**config.mk**
```make
export PLATFORM = sky130hd
export DESIGN_NAME = csr_bus_master
export DESIGN_NICKNAME = d
export VERILOG_FILES = /design/src/rtl/csr_bus_pkg.sv /design/src/rtl/csr_bus_master.sv
export SDC_FILE = /design/constraint.sdc
export NUM_CORES = 1
export LEC_CHECK = 0
export CORE_ASPECT_RATIO = 2
export CORE_MARGIN = 2
export CORE_UTILIZATION = 40
export CTS_CLUSTER_SIZE = 8
export DETAILED_ROUTE_END_ITERATION = 10
export GPL_ROUTABILITY_DRIVEN = 0
export GPL_TIMING_DRIVEN = 0
export PLACE_DENSITY_LB_ADDON = 0.08
export SYNTH_ARGS = -nofsm -noshare
export SYNTH_HDL_FRONTEND = slang
export SYNTH_SLANG_ARGS = --single-unit
```
**constraint.sdc**
```tcl
create_clock -name clk -period 6.03 [get_ports clk]
set_input_delay 1.809 -clock clk [delete_from_list [all_inputs] [get_ports clk]]
set_output_delay 1.809 -clock clk [all_outputs]
set_load 0.03 [all_outputs]
```
**src/rtl/csr_bus_pkg.sv**
```systemverilog
// Shared types and constants for the CSR bus initiator.
package csr_bus_pkg;

  localparam int DEF_DATA_WIDTH = 32;
  localparam int DEF_ADDR_WIDTH = 16;
  localparam int DEF_STRB_WIDTH = DEF_DATA_WIDTH / 8;

  typedef enum logic [1:0] {
    ST_IDLE,
    ST_ACCESS,
    ST_WAIT,
    ST_RESP
  } state_t;

  // Why a command was refused without running a bus cycle.
  localparam logic [1:0] ERR_NONE       = 2'd0;
  localparam logic [1:0] ERR_MISALIGNED = 2'd1;
  localparam logic [1:0] ERR_RANGE      = 2'd2;

endpackage

```
**src/rtl/csr_bus_master.sv**
```systemverilog
// CSR bus initiator: one command in, exactly one CSR access, one response out.
module csr_bus_master
  import csr_bus_pkg::*;
#(
  parameter int                    DATA_WIDTH = DEF_DATA_WIDTH,
  parameter int                    ADDR_WIDTH = DEF_ADDR_WIDTH,
  parameter int                    STRB_WIDTH = DEF_STRB_WIDTH,
  parameter int                    READ_LAT   = 0,
  parameter logic [ADDR_WIDTH-1:0] ADDR_LIMIT = 16'h0100
) (
  input  logic                  clk,
  input  logic                  rst,
  input  logic                  cmd_valid,
  output logic                  cmd_ready,
  input  logic                  cmd_write,
  input  logic [ADDR_WIDTH-1:0] cmd_addr,
  input  logic [STRB_WIDTH-1:0] cmd_strb,
  input  logic [DATA_WIDTH-1:0] cmd_wdata,
  output logic                  rsp_valid,
  input  logic                  rsp_ready,
  output logic [DATA_WIDTH-1:0] rsp_rdata,
  output logic                  rsp_err,
  output logic                  cs,
  output logic                  wen,
  output logic [ADDR_WIDTH-1:0] addr,
  output logic [STRB_WIDTH-1:0] strb,
  output logic [DATA_WIDTH-1:0] wdata,
  input  logic [DATA_WIDTH-1:0] rdata,
  output logic                  busy
);

  state_t                r_state,     w_state_nxt;
  logic [2:0]            r_cnt,       w_cnt_nxt;
  logic                  r_cmd_ready, w_cmd_ready_nxt;
  logic                  r_rsp_valid, w_rsp_valid_nxt;
  logic [DATA_WIDTH-1:0] r_rsp_rdata, w_rsp_rdata_nxt;
  logic                  r_rsp_err,   w_rsp_err_nxt;
  logic                  r_cs,        w_cs_nxt;
  logic                  r_wen,       w_wen_nxt;
  logic [ADDR_WIDTH-1:0] r_addr,      w_addr_nxt;
  logic [STRB_WIDTH-1:0] r_strb,      w_strb_nxt;
  logic [DATA_WIDTH-1:0] r_wdata,     w_wdata_nxt;
  logic                  r_busy,      w_busy_nxt;

  logic [1:0] w_err_cause;
  logic       w_cmd_err;

  assign w_err_cause = (cmd_addr[1:0] != 2'b00) ? ERR_MISALIGNED :
                       (cmd_addr >= ADDR_LIMIT)  ? ERR_RANGE      : ERR_NONE;
  assign w_cmd_err   = (w_err_cause != ERR_NONE);

  always_comb begin
    // NOTE: every output of this block is given a default before any branch,
    // so no path can leave a value unassigned and infer a latch.
    w_state_nxt     = r_state;
    w_cnt_nxt       = r_cnt;
    w_cmd_ready_nxt = r_cmd_ready;
    w_rsp_valid_nxt = r_rsp_valid;
    w_rsp_rdata_nxt = r_rsp_rdata;
    w_rsp_err_nxt   = r_rsp_err;
    w_cs_nxt        = r_cs;
    w_wen_nxt       = r_wen;
    w_addr_nxt      = r_addr;
    w_strb_nxt      = r_strb;
    w_wdata_nxt     = r_wdata;
    w_busy_nxt      = r_busy;

    unique case (r_state)
      ST_IDLE: begin
        if (cmd_valid) begin
          w_cmd_ready_nxt = 1'b0;
          w_busy_nxt      = 1'b1;
          if (w_cmd_err) begin
            w_state_nxt     = ST_RESP;
            w_rsp_valid_nxt = 1'b1;
            w_rsp_err_nxt   = 1'b1;
            w_rsp_rdata_nxt = '0;
          end else begin
            w_state_nxt = ST_ACCESS;
            w_cs_nxt    = 1'b1;
            w_wen_nxt   = cmd_write;
            w_addr_nxt  = cmd_addr;
            w_strb_nxt  = cmd_write ? cmd_strb  : '1;
            w_wdata_nxt = cmd_write ? cmd_wdata : '0;
          end
        end
      end

      ST_ACCESS: begin
        w_cs_nxt    = 1'b0;
        w_wen_nxt   = 1'b0;
        w_strb_nxt  = '0;
        w_wdata_nxt = '0;
        if (r_wen || READ_LAT == 0) begin
          w_state_nxt     = ST_RESP;
          w_addr_nxt      = '0;
          w_rsp_valid_nxt = 1'b1;
          w_rsp_rdata_nxt = r_wen ? '0 : rdata;
        end else begin
          // addr stays on the bus so the slave keeps decoding during the wait.
          w_state_nxt = ST_WAIT;
          w_cnt_nxt   = 3'(READ_LAT);
        end
      end

      ST_WAIT: begin
        w_cnt_nxt = r_cnt - 3'd1;
        if (r_cnt == 3'd1) begin
          w_state_nxt     = ST_RESP;
          w_addr_nxt      = '0;
          w_rsp_valid_nxt = 1'b1;
          w_rsp_rdata_nxt = rdata;
        end
      end

      ST_RESP: begin
        if (rsp_ready) begin
          w_state_nxt     = ST_IDLE;
          w_rsp_valid_nxt = 1'b0;
          w_rsp_err_nxt   = 1'b0;
          w_rsp_rdata_nxt = '0;
          w_cmd_ready_nxt = 1'b1;
          w_busy_nxt      = 1'b0;
        end
      end
    endcase
  end

  always_ff @(posedge clk) begin
    // NOTE: state registers use non-blocking assignment so every register
    // sees pre-edge values, independent of statement order.
    if (rst) begin
      r_state     <= ST_IDLE;
      r_cnt       <= '0;
      r_cmd_ready <= 1'b1;
      r_rsp_valid <= 1'b0;
      r_rsp_rdata <= '0;
      r_rsp_err   <= 1'b0;
      r_cs        <= 1'b0;
      r_wen       <= 1'b0;
      r_addr      <= '0;
      r_strb      <= '0;
      r_wdata     <= '0;
      r_busy      <= 1'b0;
    end else begin
      r_state     <= w_state_nxt;
      r_cnt       <= w_cnt_nxt;
      r_cmd_ready <= w_cmd_ready_nxt;
      r_rsp_valid <= w_rsp_valid_nxt;
      r_rsp_rdata <= w_rsp_rdata_nxt;
      r_rsp_err   <= w_rsp_err_nxt;
      r_cs        <= w_cs_nxt;
      r_wen       <= w_wen_nxt;
      r_addr      <= w_addr_nxt;
      r_strb      <= w_strb_nxt;
      r_wdata     <= w_wdata_nxt;
      r_busy      <= w_busy_nxt;
    end
  end

  assign cmd_ready = r_cmd_ready;
  assign rsp_valid = r_rsp_valid;
  assign rsp_rdata = r_rsp_rdata;
  assign rsp_err   = r_rsp_err;
  assign cs        = r_cs;
  assign wen       = r_wen;
  assign addr      = r_addr;
  assign strb      = r_strb;
  assign wdata     = r_wdata;
  assign busy      = r_busy;

endmodule

```
==> metrics.cfg <==
[status]
run_status=completed

[synth]
yosys_cells=348
synthArstFlopShare_pct=0
logic_family=AND-OR/OR-AND gates
synthesis.yosys.warnings=0
syn-cell-area_um2=3490
ys_seq_share_pct=54.6
muxShareOfSynthArea_pct=0
edf_count=0
ys_sh_xor_pct=0.503

[worst_setup_path]
r2r_slack_ns=3.71
critPathRequiredTime_ns=6.25
timing.critical_path.max_delay_family=buffers and inverters
cp.arrival_ns=3.80
crit-reg2reg-capture=rsp_rdata[1]
crit_chain=clkdlybuf4s50_1 -> nor2b_1 -> a211oi_2 -> and2_1 -> buf_2 -> o21ai_0

[clock_network]
post_cts_hold_buffer_count=0
post-cts-setup-buffer-count=0
clk_path_buf_depth=2
numCtsBuffers=9
cts_tree=done
clk_pin_slew_worst_paths_ns=0.06
clock_sink_count=95

[floorplan]
floorplanUtilization_pct=40.9
std_cell_rows=48

[power_and_ir_drop]
power.leakage_nw=2.08
power_switching_share_pct=33.7

[flow_run]
stage_log_warnings=31
cap_violations=0

[route]
routed-via-count=3312
wirelength_um=9620
routed_via_density=5.16

[final_timing]
finalSetupViolCount=0
finalWorstPathRequiredPeriod_ns=3.58
hold_viol=0
timing.final.max_slew_violations=0

[grt]
grt-ovfl-total=0
number_of_antenna_violations_at_the_first_check_in_global_routing=0
grt_first_pass_wirelength_um=15100

[hold_path]
holdCritPathClass=reg -> reg

[placement]
dp.final_hpwl_um=7500

[finish]
fill_cells=725

cells in the mapped netlist, drive strengths merged (3+ instances only):
cell type / number / area share, %
dfxtp: 95 / 55
nor2: 13 / 1.5
a211oi: 4 / 1.0
nor4: 3 / 1.3
o21ai: 35 / 5.0
and2: 11 / 2.0
nand4: 34 / 6.3
inv: 7 / 0.75
nor2b: 4 / 0.72
buf: 12 / 2.4
ha: 7 / 2.5
clkbuf: 14 / 1.5
o2bb2ai: 4 / 1.0
nand2: 38 / 4.1
a22o: 38 / 9.5
a21oi: 9 / 1.3
cells in the final DEF (no fill, tap or decap), types with 11 or more instances in the layout:
cell,netlist,layout
sky130_fd_sc_hd__o21ai_0,24,24
sky130_fd_sc_hd__clkdlybuf4s50_1,0,178
sky130_fd_sc_hd__and2_1,11,11
sky130_fd_sc_hd__nand2_1,38,38
sky130_fd_sc_hd__dfxtp_1,95,95
sky130_fd_sc_hd__clkbuf_1,14,16
sky130_fd_sc_hd__a22o_1,38,38
sky130_fd_sc_hd__o21ai_1,11,11
sky130_fd_sc_hd__nor2_1,12,12
sky130_fd_sc_hd__nand4_1,33,33
worst reg2reg max path, stage by stage, from the launching register on:
cell and delay, ns:
sky130_fd_sc_hd__dfxtp_1 0.42, sky130_fd_sc_hd__inv_1 0.10, sky130_fd_sc_hd__ha_1 0.20, sky130_fd_sc_hd__clkbuf_1 0.19
sky130_fd_sc_hd__a211oi_2 0.61, sky130_fd_sc_hd__and2_1 0.33, sky130_fd_sc_hd__buf_2 0.23, sky130_fd_sc_hd__o21ai_0 0.12
power groups by stage:
stage                     Combinational [mW]  Sequential (mW)  Clock, mW
after global routing                   0.640            0.735      0.550
final                                  0.588            0.727      0.509
after detailed placement               0.593            0.741          0
after floorplan                        0.271            0.828          0
after global placement                 0.581            0.738          0
after CTS                              0.596            0.727      0.525
state kept, by name, summed over array words and instances, names as in the netlist:
name       count
rsp_rdata     32
wdata         32
addr          16
strb           4
r_cnt          3
r_state        2
busy           1
cmd_ready      1
cs             1
rsp_err        1
rsp_valid      1
wen            1
layout make-up:
cell class	count	area [um2]	area share, %
Timing Repair Buffer	178	1780	31.5
Tap cell	100	125	2.21
Multi-Input combinational cell	219	1420	25.0
Buffer	26	136	2.41
Sequential cell	95	1900	33.6
Inverter	8	30.0	0.531
Clock buffer	11	233	4.11
Clock inverter	5	33.8	0.597
metrics by stage:
| stage | setup WS [ns] | power (mW) | utilization, % | hold WS (ns) | instance area (um2) |
|---|---|---|---|---|---|
| 6_report | 2.45 | 1.82 | 66.4 | 0.447 | 5660 |
| 5_1_grt | 2.23 | 1.93 | 66.4 | 0.473 | 5660 |
| 3_3_place_gp | 2.13 | 1.32 | 63.2 | 0.436 | 5390 |
| 3_5_place_dp | 2.06 | 1.33 | 63.2 | 0.440 | 5390 |
| 4_1_cts | 2.42 | 1.85 | 66.4 | 0.449 | 5660 |
| 2_1_floorplan | 2.81 | 1.10 | - | 0.456 | 3490 |
metal layers:
layer  GRT usage (%)  share of wire, %  wire (um)  up-vias
met2            36.6                53       5120      138
met1            19.7                36       3460     1513
li1                -                 -          -     1641
met4            9.51               2.7        260        0
met5               0                 0          0        -
met3            6.52               8.0        771       20
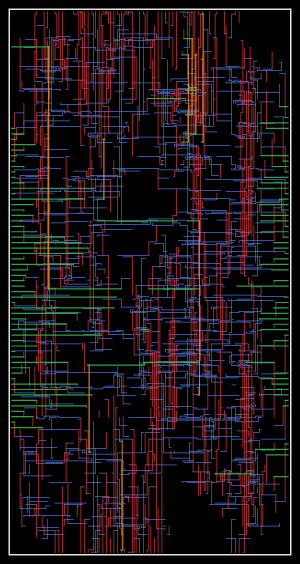
layers.png
(4 px per um)
layer	color	wire length
M2	red	5,120 um
M3	green	772 um
M1	blue	3,460 um
M4	orange	260 um

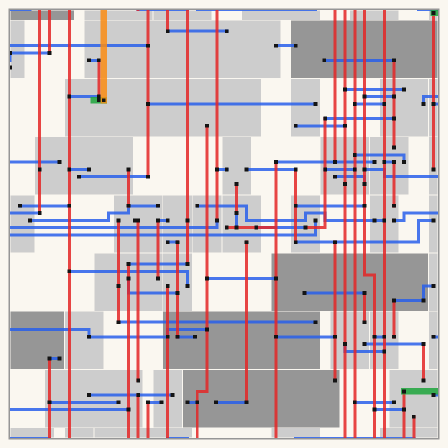
closeup.png
Region (43, 24) to (63, 44) um. Cells in gray, sequential cells in the stronger gray; small squares are vias.
layer	color
M2	red
M4	orange
M3	green
M1	blue
netlist names of flops here include	`rsp_rdata` (3), `r_cnt` (1)
most frequent	nand2_1 (4), dfxtp_1 (4)
sequential cells in the window	4
cells with their middle in the window	26

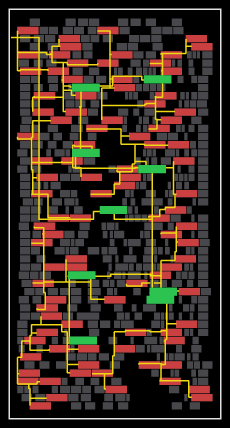
clock_wires.png
(3 px per um)
[clock wires] yellow | length: 1,060 um
[clock-net drivers] green | count: 9
[flip-flops] red | count: 95
flops lie	spread over the die
routed clock nets	10

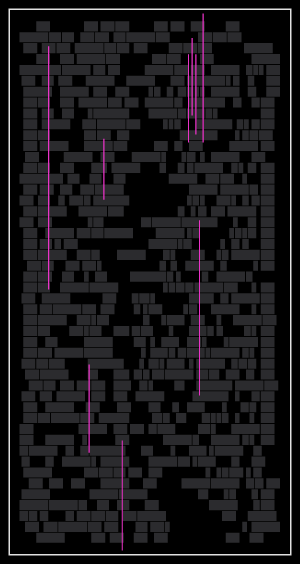
m4.png
(4 px per um)
longest straight run	60.5 um
nets with wire on the layer	7
main direction	vertical

Power and IR drop assume default switching activity.
